--- config.mk ---
export PLATFORM = sky130hd
export DESIGN_NAME = fpm_stream_ctrl
export DESIGN_NICKNAME = d
export VERILOG_FILES = /design/src/rtl/fpm_pkg.sv /design/src/rtl/fp_classify.sv /design/src/rtl/fpm_stream_ctrl.sv
export SDC_FILE = /design/constraint.sdc
export NUM_CORES = 1
export LEC_CHECK = 0
export CAP_MARGIN = 30
export CORE_MARGIN = 1.5
export CORE_UTILIZATION = 45
export DETAILED_ROUTE_END_ITERATION = 6
export PLACE_DENSITY = 0.82
export SYNTH_ARGS = -nofsm -noshare
export SYNTH_HDL_FRONTEND = slang
export SYNTH_HIERARCHICAL = 1
export SYNTH_SLANG_ARGS = --single-unit
--- constraint.sdc ---
create_clock -name clk -period 3 [get_ports clk]
set_clock_uncertainty 0.05 [all_clocks]
set_input_delay 0.45 -clock clk [delete_from_list [all_inputs] [get_ports clk]]
set_output_delay 0.45 -clock clk [all_outputs]
set_load 0.005 [all_outputs]
--- src/rtl/fpm_pkg.sv ---
// fpm_pkg
// Shared constants for the floating-point multiplier stream controller:
// IEEE-754 single-precision field positions, result flag indices, the
// controller state encoding and small field-extraction helpers.
// No ports (package).

package fpm_pkg;

  // IEEE-754 single-precision field layout
  localparam int         SIGN_BIT = 31;
  localparam int         EXP_MSB  = 30;
  localparam int         EXP_LSB  = 23;
  localparam int         MANT_W   = 23;
  localparam logic [7:0] EXP_ONES = 8'hFF;

  // Result flag bit positions within a 4-bit flag vector
  localparam int FLAG_NAN  = 3;
  localparam int FLAG_INF  = 2;
  localparam int FLAG_ZERO = 1;
  localparam int FLAG_OVF  = 0;
  localparam int FLAGS_W   = 4;

  // Controller state encoding
  localparam logic [1:0] ST_IDLE   = 2'd0;
  localparam logic [1:0] ST_WAIT_B = 2'd1;
  localparam logic [1:0] ST_MUL    = 2'd2;
  localparam logic [1:0] ST_HOLD   = 2'd3;

  // Packed view of the flags; member order matches the FLAG_* indices.
  typedef struct packed {
    logic nan;
    logic inf;
    logic zero;
    logic ovf;
  } fp_flags_t;

  function automatic logic [7:0] fp_exp(input logic [31:0] word);
    return word[EXP_MSB:EXP_LSB];
  endfunction

  function automatic logic [MANT_W-1:0] fp_mant(input logic [31:0] word);
    return word[MANT_W-1:0];
  endfunction

endpackage

--- src/rtl/fp_classify.sv ---
// fp_classify
// Combinational classification of a single-precision product word.
// Sign is ignored; denormals are reported as zero.
// Ports:
//   word_i  [31:0] product word
//   ovf_i          multiplier overflow, passed through as the ovf flag
//   flags_o [3:0]  {nan, inf, zero, ovf}

module fp_classify
  import fpm_pkg::*;
(
  input  logic [31:0]        word_i,
  input  logic               ovf_i,
  output logic [FLAGS_W-1:0] flags_o
);

  logic [7:0]        exp_w;
  logic [MANT_W-1:0] mant_w;
  logic              exp_all_ones;
  logic              mant_nonzero;
  fp_flags_t         flags;
  logic              unused_sign;

  assign exp_w        = fp_exp(word_i);
  assign mant_w       = fp_mant(word_i);
  assign exp_all_ones = (exp_w == EXP_ONES);
  assign mant_nonzero = |mant_w;

  // Sign does not participate in any flag.
  assign unused_sign = word_i[SIGN_BIT];

  always_comb begin
    flags      = '0;
    flags.nan  = exp_all_ones &  mant_nonzero;
    flags.inf  = exp_all_ones & ~mant_nonzero;
    flags.zero = (exp_w == 8'h00);
    flags.ovf  = ovf_i;
  end

  assign flags_o = flags;

endmodule

--- src/rtl/fpm_stream_ctrl.sv ---
// fpm_stream_ctrl
// Stream controller in front of a combinational FP multiplier. Consecutive
// accepted input words form an operand pair (a, b); after MUL_LATENCY cycles
// the product and overflow are captured, classified and held as a
// valid/ready result until downstream takes it.
//
// Optional feature macro: FPM_STATUS_STICKY_EN
//   defined   : status accumulates out_flags of every output handshake,
//               status_clr clears it (clear applied before the OR).
//   undefined : status is constant 0, status_clr is ignored.
//
// Ports:
//   clk, rst_n            clock, async active-low reset
//   in_valid/in_ready     operand word handshake, in_data [31:0]
//   mul_a/mul_b [31:0]    registered operands to the multiplier
//   mul_product [31:0]    multiplier result, mul_overflow its overflow flag
//   out_valid/out_ready   result handshake, out_data [31:0], out_flags [3:0]
//   status_clr            clear sticky status
//   status [3:0]          sticky flags {nan, inf, zero, ovf}
//
// State table:
//   state   | meaning
//   IDLE    | waiting for operand a
//   WAIT_B  | a registered, waiting for operand b
//   MUL     | operands stable on multiplier, settle counter running
//   HOLD    | result captured, out_valid high until out_ready

module fpm_stream_ctrl
  import fpm_pkg::*;
#(
  parameter int MUL_LATENCY = 1
) (
  input  logic               clk,
  input  logic               rst_n,
  input  logic               in_valid,
  output logic               in_ready,
  input  logic [31:0]        in_data,
  output logic [31:0]        mul_a,
  output logic [31:0]        mul_b,
  input  logic [31:0]        mul_product,
  input  logic               mul_overflow,
  output logic               out_valid,
  input  logic               out_ready,
  output logic [31:0]        out_data,
  output logic [FLAGS_W-1:0] out_flags,
  input  logic               status_clr,
  output logic [FLAGS_W-1:0] status
);

  // Counter reaches 0 after MUL_LATENCY-1 decrements, so the capture edge
  // is exactly MUL_LATENCY edges after the b handshake.
  localparam logic [3:0] CNT_LOAD = 4'(MUL_LATENCY - 1);

  logic [1:0]         state_q, state_d;
  logic [3:0]         cnt_q, cnt_d;
  logic [31:0]        mul_a_q, mul_a_d;
  logic [31:0]        mul_b_q, mul_b_d;
  logic [31:0]        out_data_q, out_data_d;
  logic [FLAGS_W-1:0] out_flags_q, out_flags_d;
  logic [FLAGS_W-1:0] cls_flags;
  logic               out_hs;

  fp_classify u_classify (
    .word_i  (mul_product),
    .ovf_i   (mul_overflow),
    .flags_o (cls_flags)
  );

  assign in_ready  = (state_q == ST_IDLE) || (state_q == ST_WAIT_B);
  assign out_valid = (state_q == ST_HOLD);
  assign out_hs    = out_valid & out_ready;

  always_comb begin
    state_d     = state_q;
    cnt_d       = cnt_q;
    mul_a_d     = mul_a_q;
    mul_b_d     = mul_b_q;
    out_data_d  = out_data_q;
    out_flags_d = out_flags_q;
    case (state_q)
      ST_IDLE: begin
        if (in_valid) begin
          mul_a_d = in_data;
          state_d = ST_WAIT_B;
        end
      end
      ST_WAIT_B: begin
        if (in_valid) begin
          mul_b_d = in_data;
          cnt_d   = CNT_LOAD;
          state_d = ST_MUL;
        end
      end
      ST_MUL: begin
        if (cnt_q == 4'd0) begin
          out_data_d  = mul_product;
          out_flags_d = cls_flags;
          state_d     = ST_HOLD;
        end else begin
          cnt_d = cnt_q - 4'd1;
        end
      end
      ST_HOLD: begin
        if (out_ready) begin
          state_d = ST_IDLE;
        end
      end
      default: state_d = ST_IDLE;
    endcase
  end

  always_ff @(posedge clk or negedge rst_n) begin
    if (!rst_n) begin
      state_q     <= ST_IDLE;
      cnt_q       <= '0;
      mul_a_q     <= '0;
      mul_b_q     <= '0;
      out_data_q  <= '0;
      out_flags_q <= '0;
    end else begin
      state_q     <= state_d;
      cnt_q       <= cnt_d;
      mul_a_q     <= mul_a_d;
      mul_b_q     <= mul_b_d;
      out_data_q  <= out_data_d;
      out_flags_q <= out_flags_d;
    end
  end

  assign mul_a     = mul_a_q;
  assign mul_b     = mul_b_q;
  assign out_data  = out_data_q;
  assign out_flags = out_flags_q;

`ifdef FPM_STATUS_STICKY_EN
  logic [FLAGS_W-1:0] status_q, status_d;

  // Clear first, then OR, so a clear coinciding with a handshake keeps
  // that handshake's flags.
  always_comb begin
    status_d = status_clr ? '0 : status_q;
    if (out_hs) begin
      status_d = status_d | out_flags_q;
    end
  end

  always_ff @(posedge clk or negedge rst_n) begin
    if (!rst_n) begin
      status_q <= '0;
    end else begin
      status_q <= status_d;
    end
  end

  assign status = status_q;
`else
  logic unused_status_clr;
  logic unused_out_hs;

  assign unused_status_clr = status_clr;
  assign unused_out_hs     = out_hs;
  assign status            = '0;
`endif

endmodule

**Routing congestion**

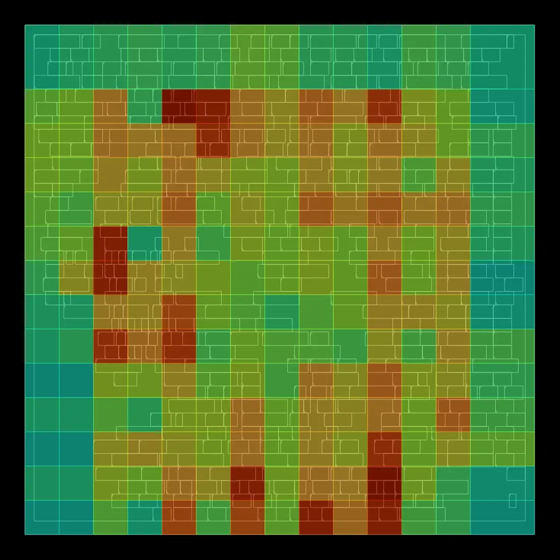
M3 GR Usage: 4.27%
Core Util, Final: 66.8%

**Cell density map**

Bar = 20 um. 10 x 10 tiles, from dark blue (low) to red (high), 0 to 100% covered.
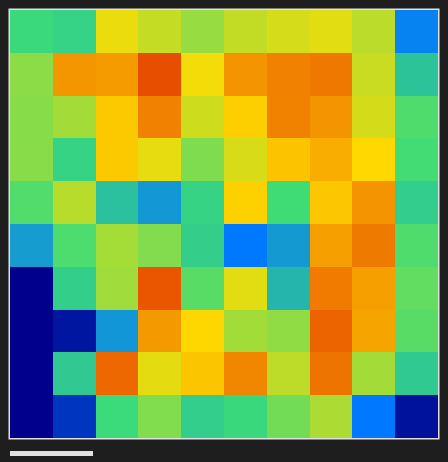
mean over tiles = 60%
tiles over 75% full = 31%
emptiest ninth of the die = south-west
densest ninth of the die = north
fullest tile = 91%
nearly empty tiles = 4.0%
FP Core Util: 46.1%
Core ar.: 0.00968 mm2

**Cell sizes after repair**

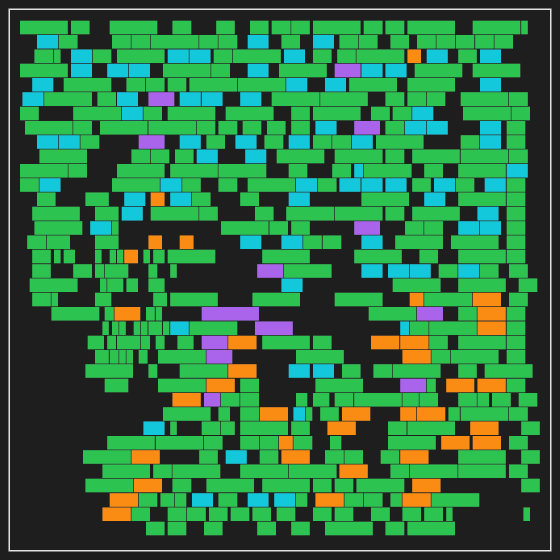
orange -> _3 and _4 cells  # cells 38, share 8.1%
cyan -> _2 cells  # cells 76, share 16%
purple -> _6 and larger  # cells 13, share 2.8%
green -> _0 and _1 cells  # cells 341, share 73%
cell area after layout: 0.00646 mm2
final setup margin: 0.633 ns
Layout area overhead: 44.8%

==> sequential cells by signal, summed over array words and instances, names as in the netlist <==
signal     count
mul_a         32
out_data      32
out_flags      4
state_q        2
mul_b         32
cnt_q          4
==> per-layer routing <==
metal	up-vias	track usage [%]	wire, um
met1	1495	23.8	4090
li1	1370	-	-
met4	0	9.17	318
met2	92	33.6	5470
met3	21	4.27	525
met5	-	0	0
==> layout make-up <==
class	instances	area, um2
clock buffer	10	138
inverter	7	26.3
timing repair buffer	176	1760
clock inverter	6	65.1
fill	727	3220
multi-input combinational	163	1660
sequential	106	2650
tap	133	166
==> stage by stage <==
step / power (mW) / cells
3_3_place_gp: 5.66 / 585
2_1_floorplan: 3.99 / 291
3_5_place_dp: 5.80 / 585
6_report: 6.65 / 601
4_1_cts: 6.71 / 601
5_1_grt: 7.05 / 601
==> impl_metrics.env <==
# yosys + openroad results
export IMPL_status="finished clean"
export IMPL_clock_power_uw=901
export IMPL_avgViaCountPerCell=4.96
export IMPL_power_frac_seq_pct=38.1
export IMPL_clk_pin_slew_worst_paths_ns=0.10
export IMPL_synth_main_ff_cell="dfrtp_1"
export IMPL_clock_latency_ns=0.36
export IMPL_grt_max_degree=52
export IMPL_postCtsResizedCells=0
export IMPL_startpoint_type="flip-flop"
export IMPL_fmax_ghz=0.422
export IMPL_path_depth=5
export IMPL_dp_hpwl_um=7610
export IMPL_power_group_top="combinational cells"
export IMPL_worst_pin_slew_ns=0.643
export IMPL_internal_power_mw=4.74
export IMPL_nNetsFinal=540
export IMPL_critPathCapture="in_ready"
export IMPL_drive_gt1_share_pct=27.1
export IMPL_synth_cellmix_simpleShare_pct=4.60
export IMPL_p_sw_mw=1.91
export IMPL_finalCriticalPeriod_ns=2.37
export IMPL_yosys_warnings=6
export IMPL_r2r_end="out_data[1]$_DFFE_PN0P_"
export IMPL_avgSynthCellArea_um2=15.5
export IMPL_max_stage_delay_ns=0.50
export IMPL_grt_usage_pct=19.7
export IMPL_antenna_left=0
export IMPL_crit_top_cell="inv_1"
export IMPL_tool_warnings=32
export IMPL_gp_congestion=0.806
export IMPL_tritoncts="done"
export IMPL_ios=176
export IMPL_grt_pass1_vias=2997
export IMPL_syn_inst=288
export IMPL_area_leaders="dfrtp_1, mux2_2, mux2_4"
export IMPL_rsz0062_at_grt="no"
export IMPL_logic_family="multiplexers"
export IMPL_clockBufferDepth=2
export IMPL_slowest_stage="clkdlybuf4s50_1"
export IMPL_crit_buf_inv=3
export IMPL_final_max_slew_violation_count=0
export IMPL_setup_viol=0
export IMPL_edf_count=0
export IMPL_ff2ff_setup_slack_ns=0.66
export IMPL_cts_root_buf="clkbuf_8"
export IMPL_io_buffers=170
export IMPL_synth_cell_types=33
export IMPL_seq_power_mw=2.53
export IMPL_cts_setup_buffers=0
export IMPL_final_cell_mix="clkdlybuf4s50_1, dfrtp_1, mux2_2, mux2_4, clkbuf_8"
export IMPL_startpoint="state_q[1]$_DFFE_PN0P_"
export IMPL_cp_cell_sequence="inv_1, ha_1, nor2_1, inv_1, clkdlybuf4s50_1"
export IMPL_holdWs_ns=0.0517
export IMPL_routedWlPerCell_um=17.3
export IMPL_drv_cap=0
export IMPL_tns_ns=0
export IMPL_max_slew_margin_pct=57.2
Power and IR drop assume default switching activity.
